===== src/rtl/vdma_fwft_axis_packer.sv =====
// Pops pixels from an FWFT FIFO and emits one AXI4-Stream video frame
// (tuser on first pixel, tlast at end of line) with frame-done and underrun status.
module vdma_fwft_axis_packer #(
    parameter int DWIDTH = 24,
    parameter int HBITS  = 12,
    parameter int VBITS  = 12
) (
    input  logic              clk,
    input  logic              reset_rclk_top,
    input  logic              frame_start,
    input  logic              frame_abort,
    input  logic [HBITS-1:0]  hres,
    input  logic [VBITS-1:0]  vres,
    input  logic              fifo_empty,
    input  logic [DWIDTH-1:0] fifo_dout,
    output logic              fifo_rd_en,
    output logic [DWIDTH-1:0] m_axis_tdata,
    output logic              m_axis_tvalid,
    input  logic              m_axis_tready,
    output logic              m_axis_tuser,
    output logic              m_axis_tlast,
    output logic              busy,
    output logic              frame_done,
    output logic              underrun
);

    typedef enum logic [1:0] {S_IDLE, S_ACTIVE, S_DRAIN} state_t;

    state_t             r_state, w_state_nxt;
    logic [HBITS-1:0]   r_hres, r_hcnt;
    logic [VBITS-1:0]   r_vres, r_vcnt;
    logic [DWIDTH-1:0]  r_tdata;
    logic               r_tvalid, r_tuser, r_tlast;
    logic               r_done, r_underrun, r_loaded;

    logic w_ld, w_accept, w_start_ok, w_start_zero, w_hlast, w_vlast, w_underrun_set;

    assign w_accept       = r_tvalid & m_axis_tready;
    assign w_start_ok     = frame_start & (r_state == S_IDLE) & (hres != '0) & (vres != '0);
    assign w_start_zero   = frame_start & (r_state == S_IDLE) & ((hres == '0) | (vres == '0));
    // Abort wins over a load so no pixel is popped into a frame being abandoned.
    assign w_ld           = (r_state == S_ACTIVE) & ~fifo_empty & (~r_tvalid | m_axis_tready)
                            & ~frame_abort;
    assign w_hlast        = (r_hcnt == r_hres - HBITS'(1));
    assign w_vlast        = (r_vcnt == r_vres - VBITS'(1));
    assign w_underrun_set = (r_state == S_ACTIVE) & r_loaded & fifo_empty
                            & (~r_tvalid | m_axis_tready);

    assign fifo_rd_en    = w_ld;
    assign m_axis_tdata  = r_tdata;
    assign m_axis_tvalid = r_tvalid;
    assign m_axis_tuser  = r_tuser;
    assign m_axis_tlast  = r_tlast;
    assign busy          = (r_state != S_IDLE);
    assign frame_done    = r_done;
    assign underrun      = r_underrun;

    always_ff @(posedge clk or negedge reset_rclk_top) begin
        if (!reset_rclk_top) r_state <= S_IDLE;
        else                 r_state <= w_state_nxt;
    end

    always_comb begin
        w_state_nxt = r_state;
        case (r_state)
            S_IDLE:   if (w_start_ok)              w_state_nxt = S_ACTIVE;
            S_ACTIVE: if (w_ld & w_hlast & w_vlast) w_state_nxt = S_DRAIN;
            S_DRAIN:  if (w_accept)                w_state_nxt = S_IDLE;
            default:                               w_state_nxt = S_IDLE;
        endcase
        if (frame_abort) w_state_nxt = S_IDLE;
    end

    always_ff @(posedge clk or negedge reset_rclk_top) begin
        if (!reset_rclk_top) begin
            r_hres     <= '0;
            r_vres     <= '0;
            r_hcnt     <= '0;
            r_vcnt     <= '0;
            r_tdata    <= '0;
            r_tvalid   <= 1'b0;
            r_tuser    <= 1'b0;
            r_tlast    <= 1'b0;
            r_done     <= 1'b0;
            r_underrun <= 1'b0;
            r_loaded   <= 1'b0;
        end else if (frame_abort) begin
            r_hcnt   <= '0;
            r_vcnt   <= '0;
            r_tvalid <= 1'b0;
            r_tuser  <= 1'b0;
            r_tlast  <= 1'b0;
            r_done   <= 1'b0;
            r_loaded <= 1'b0;
        end else begin
            r_done <= w_start_zero | (w_accept & (r_state == S_DRAIN));
            if (w_start_ok) begin
                r_hres     <= hres;
                r_vres     <= vres;
                r_hcnt     <= '0;
                r_vcnt     <= '0;
                r_underrun <= 1'b0;
                r_loaded   <= 1'b0;
            end else if (w_underrun_set) begin
                r_underrun <= 1'b1;
            end
            if (w_ld) begin
                r_tdata  <= fifo_dout;
                r_tvalid <= 1'b1;
                r_tuser  <= (r_hcnt == '0) & (r_vcnt == '0);
                r_tlast  <= w_hlast;
                r_loaded <= 1'b1;
                if (w_hlast) begin
                    r_hcnt <= '0;
                    r_vcnt <= r_vcnt + VBITS'(1);
                end else begin
                    r_hcnt <= r_hcnt + HBITS'(1);
                end
            end else if (w_accept) begin
                r_tvalid <= 1'b0;
            end
        end
    end

endmodule


===== config.mk =====
export PLATFORM = sky130hd
export DESIGN_NAME = vdma_fwft_axis_packer
export DESIGN_NICKNAME = d
export VERILOG_FILES = /design/src/rtl/vdma_fwft_axis_packer.sv
export SDC_FILE = /design/constraint.sdc
export NUM_CORES = 1
export LEC_CHECK = 0
export CORE_MARGIN = 2
export CORE_UTILIZATION = 35
export CTS_BUF_LIST = sky130_fd_sc_hd__clkbuf_8
export CTS_CLUSTER_SIZE = 14
export DETAILED_ROUTE_END_ITERATION = 8
export PLACE_DENSITY_LB_ADDON = 0.08
export SETUP_SLACK_MARGIN = 0.4
export SKIP_LAST_GASP = 1
export SLEW_MARGIN = 30
export SYNTH_ARGS = -nofsm -noshare
export SYNTH_HDL_FRONTEND = slang
export SYNTH_SLANG_ARGS = --single-unit

===== constraint.sdc =====
create_clock -name clk -period 8.38 [get_ports clk]
set_input_delay 1.676 -clock clk [delete_from_list [all_inputs] [get_ports clk]]
set_output_delay 1.676 -clock clk [all_outputs]
set_load 0.1 [all_outputs]

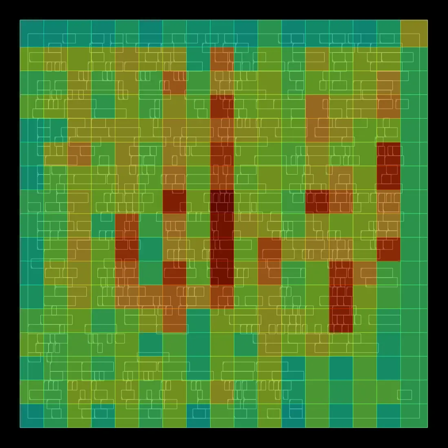
*Routing congestion map*
met1 usage: 0.209
met3 Usage GRT: 0.0449
Top Usage Layer GRT: met2
final core occ: 0.448

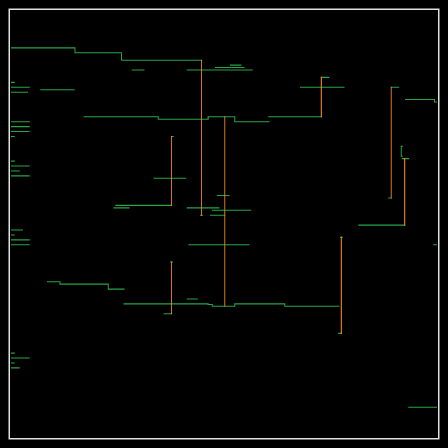
*Wiring by layer*
Two of the layers only.
Key: met4 = orange [wire length 215 um]; met3 = green [wire length 438 um]

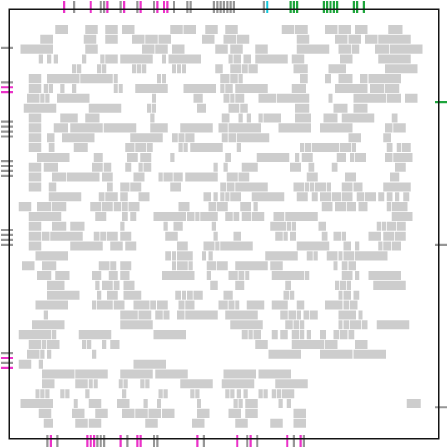
*I/O pins on the die edge*
Pins as bars across the die edge, other pins in gray.
Key: hres = green [pins 12, direction input, edge 11 top, 1 right]; fifo_dout = magenta [pins 24, direction input, edge 12 bottom, 8 top, 4 left]; frame_done = cyan [pins 1, direction output, edge top]

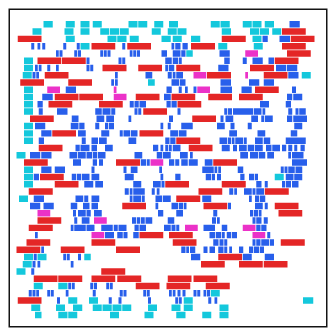
*Placed cells, one color a class*
Key: clock drivers and dummy loads = magenta [cells 14, share of their area 3.2%]; all other logic = blue [cells 385, share of their area 44%]; flip-flops = red [cells 80, share of their area 37%]; other buffers and delay cells = cyan [cells 87, share of their area 16%]

==> impl_metrics.csv <==
group,metric,value,unit
status,status,"finished clean",
global_routing,grt_pass1_wl,19300,um
placed_design,dpl.cell_count,724,
clock_network,clk_pin_slew,70,ps
synthesis,fp_nets,558,
route,vias,3830,
placed_design,hpwl,8070,um
worst_setup_path,regToRegEndpoint,"r_state[0]$_DFFE_PN0P_",
timing,fmax,179,MHz
route,drtIter0Drc,215,
placed_design,gp_congestion,0.836,
cells_and_area,nFillCells,1268,
clock_network,cts.sinks,80,
worst_hold_path,hold_start,"m_axis_tdata[2]$_DFFE_PN0P_",
global_routing,grt_pass1_vias,3883,
pwr,vdd_drop_max,124,uV
synthesis,top_cell,"nand2_1",
pwr,combPwrFrac,0.377,
floorplan,initCoreUtil,0.361,
timing,finalCritPeriodShare,0.668,
synthesis,ys_chip_area,4570,sq um
synthesis,postSynthSeqShare,0.438,
synthesis,top_area_frac,0.438,
route,dr.pass1.iters,6,
pwr,p_int,710,uW
synthesis,syn-cell-area,4570,sq um
global_routing,grt_overflow,0,
cells_and_area,final_common_cell,"nand2_1",
route,wl,11300,um
floorplan,rows,41,
worst_setup_path,reg2reg_from,"r_hres[0]$_DFFE_PN0P_",
cells_and_area,final_nets,623,
clock_network,cts_buffers,9,
floorplan,die_w,118,um
timing,skew,7.48,ps
worst_setup_path,worstSetupStartpointType,"primary input",
cells_and_area,lay_top_cells,"nand2_1 (104), clkdlybuf4s50_1 (82), dfrtp_1 (80)",
cells_and_area,logic_area,2350,sq um
worst_setup_path,required,6700,ps
route,wire_per_inst,15.3,um
synthesis,topCellsByArea,"dfrtp_1 (44%), nand2_1 (8.5%), mux2_2 (5.9%), xnor2_1 (4.8%), nand3_1 (3.2%)",
synthesis,synth_cell_type_count,61,
timing,grt_setup_unrepaired,"no",
floorplan,die-height,118,um
pwr,sw_frac_of_total,0.419,
synthesis,ys_seq_elements,80,
pwr,p_clk_frac,0.216,
synthesis,synthFlopType,"dfrtp_1",
worst_hold_path,hold_path_class,"flip-flop to flip-flop",
timing,tightest_slew,982,ps
timing,final.setup.tns,0,ps
placed_design,dpl_cell_area,5500,sq um
cells_and_area,final_cells,738,
worst_setup_path,cpPeakStageDelay,500,ps
synthesis,edf_count,0,
synthesis,syn_area_per_cell,9.17,sq um
flow_run,timing.max_cap.violations,0,
clock_network,cts_root_buf,"clkbuf_8",
synthesis,synthTopCellsByCount,"nand2_1 (104), dfrtp_1 (80), nand3_1 (29)",
floorplan,coreArea,12700,sq um
worst_setup_path,reg2reg_setup_slack,4700,ps
global_routing,grt_usage,0.170,
clock_network,clk_latency,370,ps
timing,hold_viol_final,0,
timing,period_needed,5600,ps
worst_setup_path,criticalPathCategory,"primary input to output port",
[per-layer routing]
layer  GRT usage  routed length, um  vias to the layer above
met5           0                  0                        -
met4      0.0640                214                        0
met3      0.0449                438                       17
met2       0.284               5590                       77
met1       0.209               5030                     1841
li1            -                  -                     1895
[layout make-up]
type / instances / share of cell area
flip-flops and latches: 80 / 0.353
clock buffers: 12 / 0.0291
well taps: 172 / 0.0379
repair buffers: 87 / 0.152
multi-input cells: 366 / 0.414
clock inverters: 2 / 0.00132
inverters: 19 / 0.0126
[power by group through the flow]
| stage | Clock, uW | Combinational [uW] | Sequential [uW] |
|---|---|---|---|
| final | 263 | 460 | 498 |
| after global routing | 286 | 487 | 507 |
| after CTS | 273 | 464 | 499 |
| after detailed placement | 0 | 462 | 507 |
| after global placement | 0 | 457 | 504 |
| after floorplan | 0 | 142 | 695 |
[state kept, by name, indices dropped and copies added, names as in the netlist, 2 cells and up]
signal	cells
m_axis_tdata	24
r_hcnt	12
r_hres	12
r_state	2
r_vcnt	12
r_vres	12
[kinds of logic after synthesis]
family          count (synthesis)  share of synthesized area
simple gates                  234                      0.262
flops                          80                      0.438
compound gates                 65                      0.104
buf+inv                        52                     0.0468
xor+xnor                       33                     0.0649
mux                            28                     0.0679
fa+ha+maj                       6                     0.0164
[stage by stage]
stage	hold slack, ps	worst slack, ps	util
6_report	481	2780	0.448
5_1_grt	514	2600	0.448
4_1_cts	485	2760	0.448
3_5_place_dp	467	2770	0.434
3_3_place_gp	463	2790	0.434
2_1_floorplan	447	2920	-
[tightest hold or removal path: cells and delay by family (launching register included)]
family        cells  cell delay, ps
simple gates      2             110
flops             1             350
No activity file was given, so power comes from the tool's default toggle rates.
